**src/rtl/mem_access_unit.sv**
```systemverilog
// mem_access_unit: memory-stage controller between execute and the data memory.
// Accepts one load/store at a time, bounds-checks it, drives the memory port,
// extends load data and returns a tagged response to writeback.
module mem_access_unit #(
  parameter int unsigned MEM_BYTES = 32
) (
  input  logic        clk,
  input  logic        rstn,
  input  logic        reqValid,
  output logic        reqReady,
  input  logic        reqWrite,
  input  logic [5:0]  reqAddr,
  input  logic [31:0] reqData,
  input  logic [2:0]  reqType,
  input  logic [4:0]  reqRd,
  output logic        memWrite,
  output logic [5:0]  memAddr,
  output logic [31:0] memDataIn,
  output logic [2:0]  memType,
  input  logic [31:0] memDataOut,
  output logic        rspValid,
  input  logic        rspReady,
  output logic [31:0] rspData,
  output logic [4:0]  rspRd,
  output logic        rspError
);

  typedef enum logic [2:0] {
    IDLE,
    READ,
    CAPTURE,
    WRITE,
    RESP
  } state_e;

  localparam logic [6:0] LIMIT = 7'(MEM_BYTES);

  state_e      state_q, state_d;
  logic [5:0]  addr_q, addr_d;
  logic [31:0] data_q, data_d;
  logic [2:0]  type_q, type_d;
  logic [31:0] rsp_data_q, rsp_data_d;
  logic [4:0]  rd_q, rd_d;
  logic        err_q, err_d;

  logic [2:0]  size_m1;
  logic [6:0]  last_byte;
  logic        req_err;
  logic [31:0] load_ext;

  // Classify the incoming request: illegal type, unsigned store, or any byte past the end.
  always_comb begin
    size_m1 = 3'd0;
    case (reqType)
      3'd0:       size_m1 = 3'd3;
      3'd1, 3'd2: size_m1 = 3'd1;
      default:    size_m1 = 3'd0;
    endcase
    last_byte = {1'b0, reqAddr} + {4'b0, size_m1};
    req_err   = (reqType > 3'd4)
              || (reqWrite && ((reqType == 3'd2) || (reqType == 3'd4)))
              || (last_byte >= LIMIT);
  end

  // Sign/zero extension of the registered memory read data by the latched type.
  always_comb begin
    load_ext = memDataOut;
    case (type_q)
      3'd1:    load_ext = {{16{memDataOut[15]}}, memDataOut[15:0]};
      3'd2:    load_ext = {16'h0000, memDataOut[15:0]};
      3'd3:    load_ext = {{24{memDataOut[7]}}, memDataOut[7:0]};
      3'd4:    load_ext = {24'h000000, memDataOut[7:0]};
      default: load_ext = memDataOut;
    endcase
  end

  // Next-state and datapath-register update.
  always_comb begin
    state_d    = state_q;
    addr_d     = addr_q;
    data_d     = data_q;
    type_d     = type_q;
    rsp_data_d = rsp_data_q;
    rd_d       = rd_q;
    err_d      = err_q;
    case (state_q)
      IDLE: begin
        if (reqValid) begin
          addr_d     = reqAddr;
          data_d     = reqData;
          type_d     = reqType;
          rd_d       = reqRd;
          err_d      = req_err;
          rsp_data_d = '0;
          if (req_err) begin
            state_d = RESP;
          end else if (reqWrite) begin
            state_d = WRITE;
          end else begin
            state_d = READ;
          end
        end
      end
      READ: begin
        state_d = CAPTURE;
      end
      CAPTURE: begin
        rsp_data_d = load_ext;
        state_d    = RESP;
      end
      WRITE: begin
        state_d = RESP;
      end
      RESP: begin
        if (rspReady) begin
          state_d = IDLE;
        end
      end
      default: begin
        state_d = IDLE;
      end
    endcase
  end

  // State and latched request/response registers with asynchronous reset.
  always_ff @(posedge clk or negedge rstn) begin
    if (!rstn) begin
      state_q    <= IDLE;
      addr_q     <= '0;
      data_q     <= '0;
      type_q     <= '0;
      rsp_data_q <= '0;
      rd_q       <= '0;
      err_q      <= 1'b0;
    end else begin
      state_q    <= state_d;
      addr_q     <= addr_d;
      data_q     <= data_d;
      type_q     <= type_d;
      rsp_data_q <= rsp_data_d;
      rd_q       <= rd_d;
      err_q      <= err_d;
    end
  end

  // Memory port: real type only while reading or writing, harmless word reads otherwise.
  always_comb begin
    memType = 3'd0;
    if ((state_q == READ) || (state_q == WRITE)) begin
      case (type_q)
        3'd1, 3'd2: memType = 3'd1;
        3'd3, 3'd4: memType = 3'd3;
        default:    memType = 3'd0;
      endcase
    end
  end

  // memWrite decodes the state register directly so reset drops it without a clock edge.
  assign memWrite  = (state_q == WRITE);
  assign memAddr   = addr_q;
  assign memDataIn = data_q;

  assign reqReady  = rstn && (state_q == IDLE);
  assign rspValid  = (state_q == RESP);
  assign rspData   = rsp_data_q;
  assign rspRd     = rd_q;
  assign rspError  = err_q;

endmodule

```
**config.mk**
```make
export PLATFORM = sky130hd
export DESIGN_NAME = mem_access_unit
export DESIGN_NICKNAME = d
export VERILOG_FILES = /design/src/rtl/mem_access_unit.sv
export SDC_FILE = /design/constraint.sdc
export NUM_CORES = 1
export LEC_CHECK = 0
export ABC_AREA = 1
export ABC_CLOCK_PERIOD_IN_PS = 1770
export CAP_MARGIN = 20
export CORE_ASPECT_RATIO = 1.1
export CORE_MARGIN = 4
export CORE_UTILIZATION = 33
export DETAILED_ROUTE_END_ITERATION = 10
export PLACE_DENSITY = 0.68
export SYNTH_ARGS = -nofsm -noshare
export SYNTH_HDL_FRONTEND = slang
export SYNTH_SLANG_ARGS = --single-unit
```
**constraint.sdc**
```tcl
create_clock -name clk -period 1.77 [get_ports clk]
set_clock_uncertainty 0.05 [all_clocks]
set_input_delay 0.4425 -clock clk [delete_from_list [all_inputs] [get_ports clk]]
set_output_delay 0.4425 -clock clk [all_outputs]
set_load 0.02 [all_outputs]
```
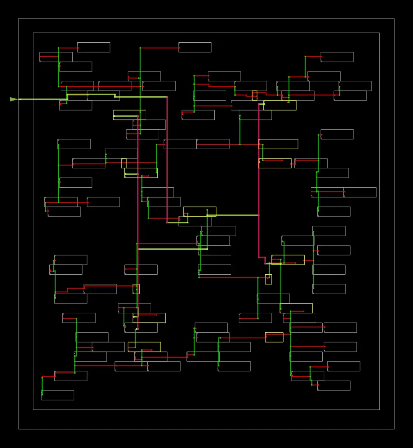
Fig. 1. The clock network (run 1).
clock-net power: 1.80 mW
Flops: 82
later-pin clock latency in the skew report: 0.33 ns

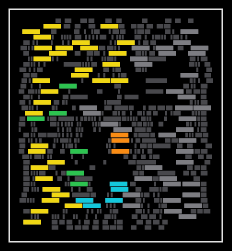
Fig. 2. Register map, names as in the netlist (run 1).
(2 px per um) Other sequential cells in the stronger grey, the rest of the logic in the fainter grey.
legend:
  type_q:
    colour: orange
    placed_flops: 3
  rspRd:
    colour: cyan
    placed_flops: 5
    where: bottom centre
  memDataIn:
    colour: yellow
    placed_flops: 32
  memAddr:
    colour: green
    placed_flops: 6
FF+latch area: 0.00205 mm^2
post-layout util: 54.7%
sequential power: 3.06 mW
sequential portion of the cell area: 36.3%

==> metrics.cfg, run 1 <==
[synth]
top_cells_by_area = dfrtp_1 (59%), nand2_1 (20%), a22o_1 (4.0%), nor2_1 (2.9%), o21ai_2 (2.8%)
synth.distinct_cells = 24
syn_area_mm2 = 0.00347
yosys-stat-cells = 392
yosysChipArea_mm2 = 0.00347
synthArstFlopShare_pct = 100
largest_area_cell = dfrtp_1
yosys_warnings = 0
ys_top_cells_by_count = nand2_1 (187), dfrtp_1 (82), nor2_1 (27), inv_1 (19), a22o_1 (16)
syn-instance-count = 392
top_cell = nand2_1
synth_flops = 82
synth_seq_share_pct = 59.1
ys.flop_type = dfrtp_1
synth_nets = 478
synth_top_area_share_pct = 59.1
edf_count = 0
synth.avg_cell_area_um2 = 8.85

[worst_setup_path]
critPathMaxStageDelay_ns = 0.42
crit_family = flip-flops
start_kind = flip-flop
cp_common_cell = o21ai_4
arrival_ns = 1.40
path_cells = nand2_1, nand2_2, o21ai_4, o21ai_4, and3_4, buf_6
critPathCaptureType = primary output
slowest_stage = dfrtp_1
path_buffers = 1
critPathMaxFanout = 3
crit_type = flip-flop to primary output
rr_startpoint = type_q[0]$_DFFE_PN0P_
crit_path_start = type_q[0]$_DFFE_PN0P_
required_ns = 1.28

[place]
dp_hpwl_mm = 6.99
gp_congestion = 0.743
dpl_cell_area_mm2 = 0.00540

[pwr]
seq_power_share_pct = 33.0
switching_share_pct = 40.5
p_total_mw = 9.26
pwr-share-comb_pct = 47.5
vdd_drop_max_v = 0.000718
p_int_mw = 5.51
power_leakage_nw = 3.06
clockPowerShare_pct = 19.5
powerComb_mw = 4.40
power-per-cell-area_mw_per_mm2 = 1640
p_sw_mw = 3.75
power-top-group = combinational cells

[final_layout]
logic_area_mm2 = 0.00131
antenna_cells = 0
lay_top_cells = nand2_1 (185), dfrtp_1 (81), dlygate4sd2_1 (77), clkdlybuf4s50_1 (76), nor2_1 (26)
area_delta_synth_final_pct = 62.9
drive_gt1_share_pct = 12.5
nNetsFinal = 660
fin_area_mm2 = 0.00565
layout_top_cell = nand2_1
nFillCells = 1018

[die]
core_area_mm2 = 0.0103
chipArea_mm2 = 0.0122
initCoreUtil_pct = 33.6
die_width_um = 106
die-height_um = 116
rows = 39

[sta]
rsz0062_at_grt = true
fin_crit_sh_pct = 107
finalMaxSlewViolations = 0
fin_crit_ns = 1.89
hold_violations = 0
fin_ws_ns = -0.124
max_freq_mhz = 528
setup_viol = 3
whs_ns = 0.0460

[cts]
postCtsSetupBuffers = 2
cts_buffers = 9
clk_pin_slew_worst_paths_ns = 0.06
cts-resized-gates = 110
cts_root_buf = clkbuf_16
cts.path.max_buffers = 2
h-tree-depth = 3
cts.hold.buffers_added = 0
cts_tree = yes
cts_sinks = 82

[global_route]
gr-total-overflow = 0
antenna_found_initial = 0
grt_start_max_net_pins = 83
grt_pass1_vias = 3297
track_usage_pct = 16.3
grt_first_pass_wirelength_mm = 16.0

[detailed_routing]
first_pass_iters = 4
drt-initial-drc-count = 96
ant_nets = 0
wl_per_cell_um = 13.2
vias_per_cell = 4.42
drc_errors = 0

[status]
violations = setup timing
status = complete, but fails checks

[run]
cap_violations = 0
warnings = 30

[hold_path]
min_path_type = input port to asynchronous set/reset pin

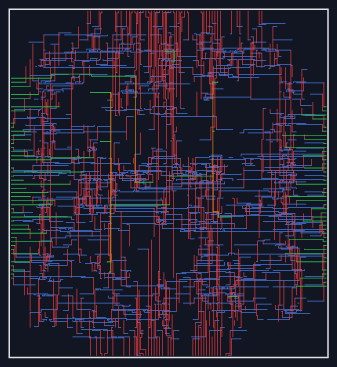
Fig. 3. Metal layers overlaid (run 1).
(3 px per um)
legend:
  M3:
    colour: green
    wire_length: 603 um
  M4:
    colour: orange
    wire_length: 142 um
  M2:
    colour: red
    wire_length: 4740 um
  M1:
    colour: blue
    wire_length: 4040 um
Post-Route WL: 9.53 mm
Vias: 3188

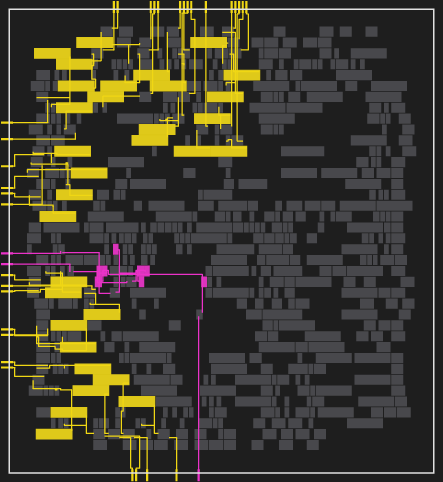
Fig. 4. Wires at chosen ports, followed through buffers (run 1).
(4 px per um)
legend:
  memDataIn:
    colour: yellow
    bits: 32
    direction: output
    edge: 15 top, 13 left, 4 bottom
    end_cells: 32
    wire: 919 um
  reqType:
    colour: magenta
    bits: 3
    direction: input
    edge: 2 left, 1 bottom
    end_cells: 8
    wire: 175 um
Port Buffers: 163
Top Ports: 165

## run 1: state kept, by name, indices dropped and copies added, names as in the netlist
signal     flops
memAddr        6
type_q         3
rspRd          5
rspError       1
state_q        3
memDataIn     32
rspData       32
## run 1: stage by stage
step | setup slack, ns | setup TNS (ns) | cells
6_report | -0.124 | -0.283 | 721
5_1_grt | -0.202 | -0.483 | 721
4_1_cts | -0.127 | -0.300 | 718
3_5_place_dp | -0.633 | -3.79 | 701
3_3_place_gp | -0.589 | -2.97 | 701
2_1_floorplan | 0.00539 | 0 | 392
## run 1: path summary, 6_finish.rpt
check	slack (ns)	end	cells past startpoint
max in group asynchronous	1.04	state_q[0]$_DFFE_PN0P_	3
min in group clk	0.33	type_q[1]$_DFFE_PN0P_	3
min	0.05	rspData[13]$_DFFE_PN0P_	2
min reg2reg	0.41	memDataIn[25]$_DFFE_PN0P_	2
max	-0.12	memType[0]	6
max reg2reg	0.15	rspData[18]$_DFFE_PN0P_	8
## run 1: layout make-up
type | instances | area share (%)
Clock buffer | 12 | 4.36
Timing Repair Buffer | 188 | 31.1
Tap cell | 143 | 3.16
Inverter | 19 | 1.26
Clock inverter | 3 | 0.708
Sequential cell | 82 | 36.3
Multi-Input combinational cell | 274 | 23.1
## run 1: layer usage
metal,vias up,wire length (um),global-route usage (%)
li1,1586,-,-
met1,1489,4040,20.4
met2,102,4740,27.6
met3,11,602,4.18
met4,0,141,5.96
met5,-,0,0
## run 1: cells by family (layout without fill, tap and decap cells)
| group | count (synthesis) | count (layout) | synth area share, % |
|---|---|---|---|
| compound gates | 43 | 43 | 9.48 |
| fa+ha+maj | 3 | 3 | 1.30 |
| buf+inv | 36 | 222 | 4.65 |
| flops | 82 | 82 | 59.1 |
| other cells | 1 | 1 | 0.108 |
| simple gates | 227 | 227 | 25.3 |
==> run 2: changes to the inputs <==
CAP_MARGIN = 25   (was 20)
CORE_ASPECT_RATIO = 1.4   (was 1.1)
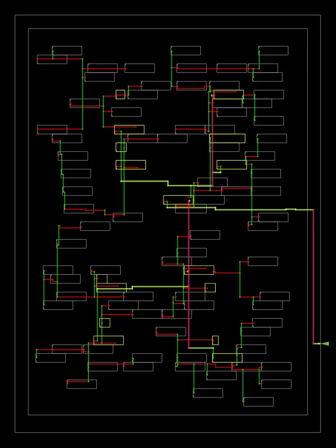
Fig. 5. The clock network (run 2).
Clock Sinks: 82
clock-net power: 1.87 mW
clock buffer count: 9
CTS Buf Count: 9

==> metrics.cfg, run 2 <==
[status]
status = complete, but fails checks
violations = setup timing

[place]
dpl_cell_area_mm2 = 0.00540
port_buffers = 163
pre_cts_ws_ns = -0.660
gp_congestion = 0.777
dp_hpwl_mm = 7.34

[final_layout]
register_area_mm2 = 0.00205
logic_area_mm2 = 0.00133
n_all_buffers = 189
seq_share_pct = 36.2
fin_area_mm2 = 0.00568
n_all_inverters = 19
ff_count = 82
lay_top_cells = nand2_1 (185), dfrtp_1 (80), dlygate4sd2_1 (77), clkdlybuf4s50_1 (76), nor2_1 (26)
drive_gt1_share_pct = 13.6
nFillCells = 1026
utilization_pct = 54.9
antenna_cells = 0
layout_top_cell = nand2_1
largestClassByArea = registers
comb_share_pct = 23.4
clkCellAreaFrac_pct = 5.33
bufAreaShareNonClock_pct = 30.8
area_delta_synth_final_pct = 63.6

[synth]
top_cells_by_area = dfrtp_1 (59%), nand2_1 (20%), a22o_1 (4.0%), nor2_1 (2.9%), o21ai_2 (2.8%)
synthArstFlopShare_pct = 100
ys.flop_type = dfrtp_1
yosys_warnings = 0
yosysChipArea_mm2 = 0.00347
synth.avg_cell_area_um2 = 8.85
synth_nets = 478
synth_top_area_share_pct = 59.1
syn-instance-count = 392
synth_seq_share_pct = 59.1
synth.distinct_cells = 24

[worst_setup_path]
timing.rr.end = memDataIn[12]$_DFFE_PN0P_
rr_startpoint = state_q[0]$_DFFE_PN0P_
start_kind = flip-flop
critPathMaxFanout = 3
r2r_cells = 8
critPathCaptureType = primary output

[pwr]
powerComb_mw = 4.41
pwr-share-comb_pct = 47.1
power_leakage_nw = 3.06
power-per-cell-area_mw_per_mm2 = 1650
p_total_mw = 9.36
vdd_drop_max_v = 0.000650
seq_power_mw = 3.08
p_sw_mw = 3.88
seq_power_share_pct = 32.8
clockPowerShare_pct = 20.0
switching_share_pct = 41.5

[detailed_routing]
wl_per_cell_um = 13.8
vias = 3210
drt-initial-drc-count = 105
vias_per_cell = 4.47
drc_errors = 0
ant_nets = 0

[global_route]
grt_first_pass_wirelength_mm = 16.0
gr-total-overflow = 0
grt_start_max_net_pins = 83
track_usage_pct = 16.6

[die]
nWellTaps = 138
ios = 165
die_width_um = 94.7
rows = 44
die-height_um = 129
chipArea_mm2 = 0.0122

[sta]
max_freq_mhz = 538
finalMaxSlewViolations = 0
fin_crit_ns = 1.86
fin_ws_ns = -0.0874
fin_crit_sh_pct = 105
setup_viol = 3

[cts]
h-tree-depth = 3
cts_tree = yes
clk_pin_slew_worst_paths_ns = 0.06
clk-insertion-delay-late_ns = 0.33

[hold_path]
min_path_type = input port to flip-flop
whs_path_depth = 3

[run]
warnings = 30

## run 2: cell counts after synthesis
No cell type changed its count.
## run 2: through the flow
stage / TNS [ns] / instances / hold WS (ns)
detailed placement: -5.46 / 699 / 0.407
global placement: -4.89 / 699 / 0.404
global route: -0.415 / 718 / 0.331
floorplan: 0 / 392 / 0.0969
CTS: -0.222 / 716 / 0.374
finish: -0.134 / 718 / 0.311
## run 2: worst max path at each step
| stage | to | cells past startpoint | slack (ns) | from |
|---|---|---|---|---|
| global route | memType[0] | 5 | -0.16 | type_q[1]$_DFFE_PN0P_ |
| global placement | state_q[2]$_DFFE_PN0P_ | 14 | -0.60 | reqType[1] |
| floorplan | memType[0] | 5 | 0.005 | type_q[0]$_DFFE_PN0P_ |
| finish | memType[0] | 5 | -0.09 | type_q[1]$_DFFE_PN0P_ |
| detailed placement | state_q[2]$_DFFE_PN0P_ | 14 | -0.66 | reqType[0] |
| CTS | memType[0] | 6 | -0.14 | type_q[1]$_DFFE_PN0P_ |
## run 2: cells by family after synthesis
family,Yosys count,share of synthesized area (%)
adder cells (fa/ha/maj),3,1.30
other,1,0.108
AND-OR/OR-AND,43,9.48
AND/OR/NAND/NOR,227,25.3
buffers and inverters,36,4.65
flip-flops,82,59.1
## run 2: critical path, stage by stage, from the launching register on
cell and delay (ns):
dfrtp_2 0.43, nor2_4 0.16, buf_6 0.12, o21ai_4 0.05, and3_4 0.15, buf_6 0.12
## run 2: what timing repair did
item | in CTS | in global routing
setup endpoints to repair | 85 | 25
gates resized | 115 | 14
hold buffers | 0 | 1
pin swaps | 2 | 6
hold endpoints to repair | 0 | 2
buffers inserted | 1 | 1
## run 2: routing by layer
layer	wire [um]	GRT usage [%]
met2	4960	27.2
met4	146	6.20
met5	0	0
met1	4010	20.6
met3	816	4.82
==> run 3: changes to the inputs <==
ABC_CLOCK_PERIOD_IN_PS = 2040   (was 1770)
CAP_MARGIN = 40   (was 25)
GPL_TIMING_DRIVEN = 0   (was not set)
PLACE_DENSITY = 0.65   (was 0.68)
clock period = 2.04 ns   (was 1.77 ns; I/O delays follow)
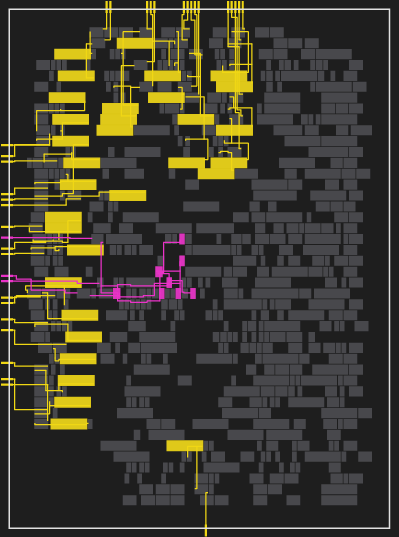
Fig. 6. Wires at chosen ports, followed through buffers (run 3).
(4 px per um)
legend:
  memDataIn:
    colour: yellow
    bits: 32
    direction: output
    edge: 16 left, 15 top, 1 bottom
    end_cells: 32
    wire: 997 um
  reqType:
    colour: magenta
    bits: 3
    direction: input
    edge: left
    end_cells: 8
    wire: 188 um

==> metrics.cfg, run 3 <==
[sta]
whs_ns = 0.0762
fin_ws_ns = -0.0474
hold_violations = 0
setup_viol = 1
finalMaxSlewViolations = 0
fin_crit_sh_pct = 102
fin_crit_ns = 2.09
rsz0062_at_grt = true
max_freq_mhz = 479
setup_tns_ns = -0.0474

[final_layout]
lay_top_cells = nand2_1 (184), clkdlybuf4s50_1 (152), dfrtp_1 (79), nor2_1 (26), inv_1 (18)
drive_gt1_share_pct = 11.9
instances_no_fill = 718
utilization_pct = 55.5
antenna_cells = 0
area_delta_synth_final_pct = 65.4
layout_top_cell = nand2_1
nFillCells = 954
nNetsFinal = 661
fin_area_mm2 = 0.00574

[synth]
synthSimpleGateAreaFrac_pct = 25.3
yosys-stat-cells = 392
yosysChipArea_mm2 = 0.00347
aoi_share_pct = 9.48
synth_flops = 82
synthArstFlopShare_pct = 100
edf_count = 0
synth_nets = 478
mux_area_share_pct = 0
synth.distinct_cells = 24
synth.avg_cell_area_um2 = 8.85
netlist_logic_family_top = simple AND/OR/NAND/NOR gates
top_cell = nand2_1
synth_xor_xnor_area_share_pct = 0

[cts]
clk-insertion-delay-late_ns = 0.33
cts.path.max_buffers = 2
cts_sinks = 82
h-tree-depth = 3
cts_tree = yes
cts_root_buf = clkbuf_16

[detailed_routing]
first_pass_iters = 4
met2RoutedLength_mm = 5.02
drc_errors = 0
wl_per_cell_um = 13.8
topRoutingLayerUsed = met4
vias = 3247
drt-initial-drc-count = 103
vias_per_cell = 4.52
wl_met1_mm = 3.95

[global_route]
antenna_found_initial = 0
grt_first_pass_wirelength_mm = 16.0
grt_util_met3_pct = 5.23
busiest_layer = met2
gr-total-overflow = 0
track_usage_pct = 16.5
grt_pass1_vias = 3303
grt_start_max_net_pins = 29

[worst_setup_path]
critPathCaptureType = primary output
arrival_ns = 1.53
slowest_stage = dfrtp_2
crit_family = flip-flops
required_ns = 1.48
critPathMaxFanout = 5
path_buffers = 2
path_cells = nand2_2, nand2_4, o21ai_4, o21ai_4, buf_6, and3_4, buf_6

[place]
placed_cells = 694
dp_hpwl_mm = 7.48
port_buffers = 163
dpl_cell_area_mm2 = 0.00530

[status]
status = complete, but fails checks
violations = setup timing

[pwr]
vdd_drop_max_v = 0.000684
p_total_mw = 8.48

[die]
rows = 44

[run]
warnings = 30

==> run 3: cell counts after synthesis <==
No cell type changed its count.
==> run 3: power by group <==
part | internal (mW) | switching, mW | leakage [nW] | total, mW
clock network | 0.982 | 0.611 | 0.143 | 1.59
registers | 2.30 | 0.394 | 1.06 | 2.70
logic | 1.91 | 2.29 | 1.62 | 4.19
==> run 3: worst paths after layout <==
check	from	end	slack (ns)	cells past startpoint
setup / recovery	type_q[1]$_DFFE_PN0P_	memType[0]	-0.05	7
hold / removal	rstn	rspData[5]$_DFFE_PN0P_	0.08	2
setup reg to reg	type_q[2]$_DFFE_PN0P_	rspData[21]$_DFFE_PN0P_	0.39	6
hold reg to reg	memAddr[1]$_DFFE_PN0P_	memAddr[1]$_DFFE_PN0P_	0.42	2
max in group asynchronous	rstn	rspData[1]$_DFFE_PN0P_	1.56	2
min in group clk	memAddr[1]$_DFFE_PN0P_	memAddr[1]$_DFFE_PN0P_	0.42	2
==> run 3: layout make-up <==
| cell class | instances | area (um^2) | share of cell area [%] |
|---|---|---|---|
| multi-input cells | 274 | 1290 | 22.5 |
| clock buffers | 12 | 246 | 4.29 |
| inverters | 19 | 71.3 | 1.24 |
| well taps | 138 | 173 | 3.01 |
| clock inverters | 4 | 51.3 | 0.894 |
| plain buffers | 17 | 96.3 | 1.68 |
| repair buffers | 172 | 1750 | 30.6 |
| flip-flops and latches | 82 | 2060 | 35.8 |
==> run 3: repair_timing <==
item                                    in CTS  in global routing
pin swaps                                    2                  2
endpoints found under the setup margin       9                  8
setup buffers                                3                  3
gates resized                               29                 15
cloned                                       1                  0
hold endpoints to repair                    27                  0
hold buffers                                 1                  0
Power figures rest on the tool's default switching activity, not on a simulated workload.
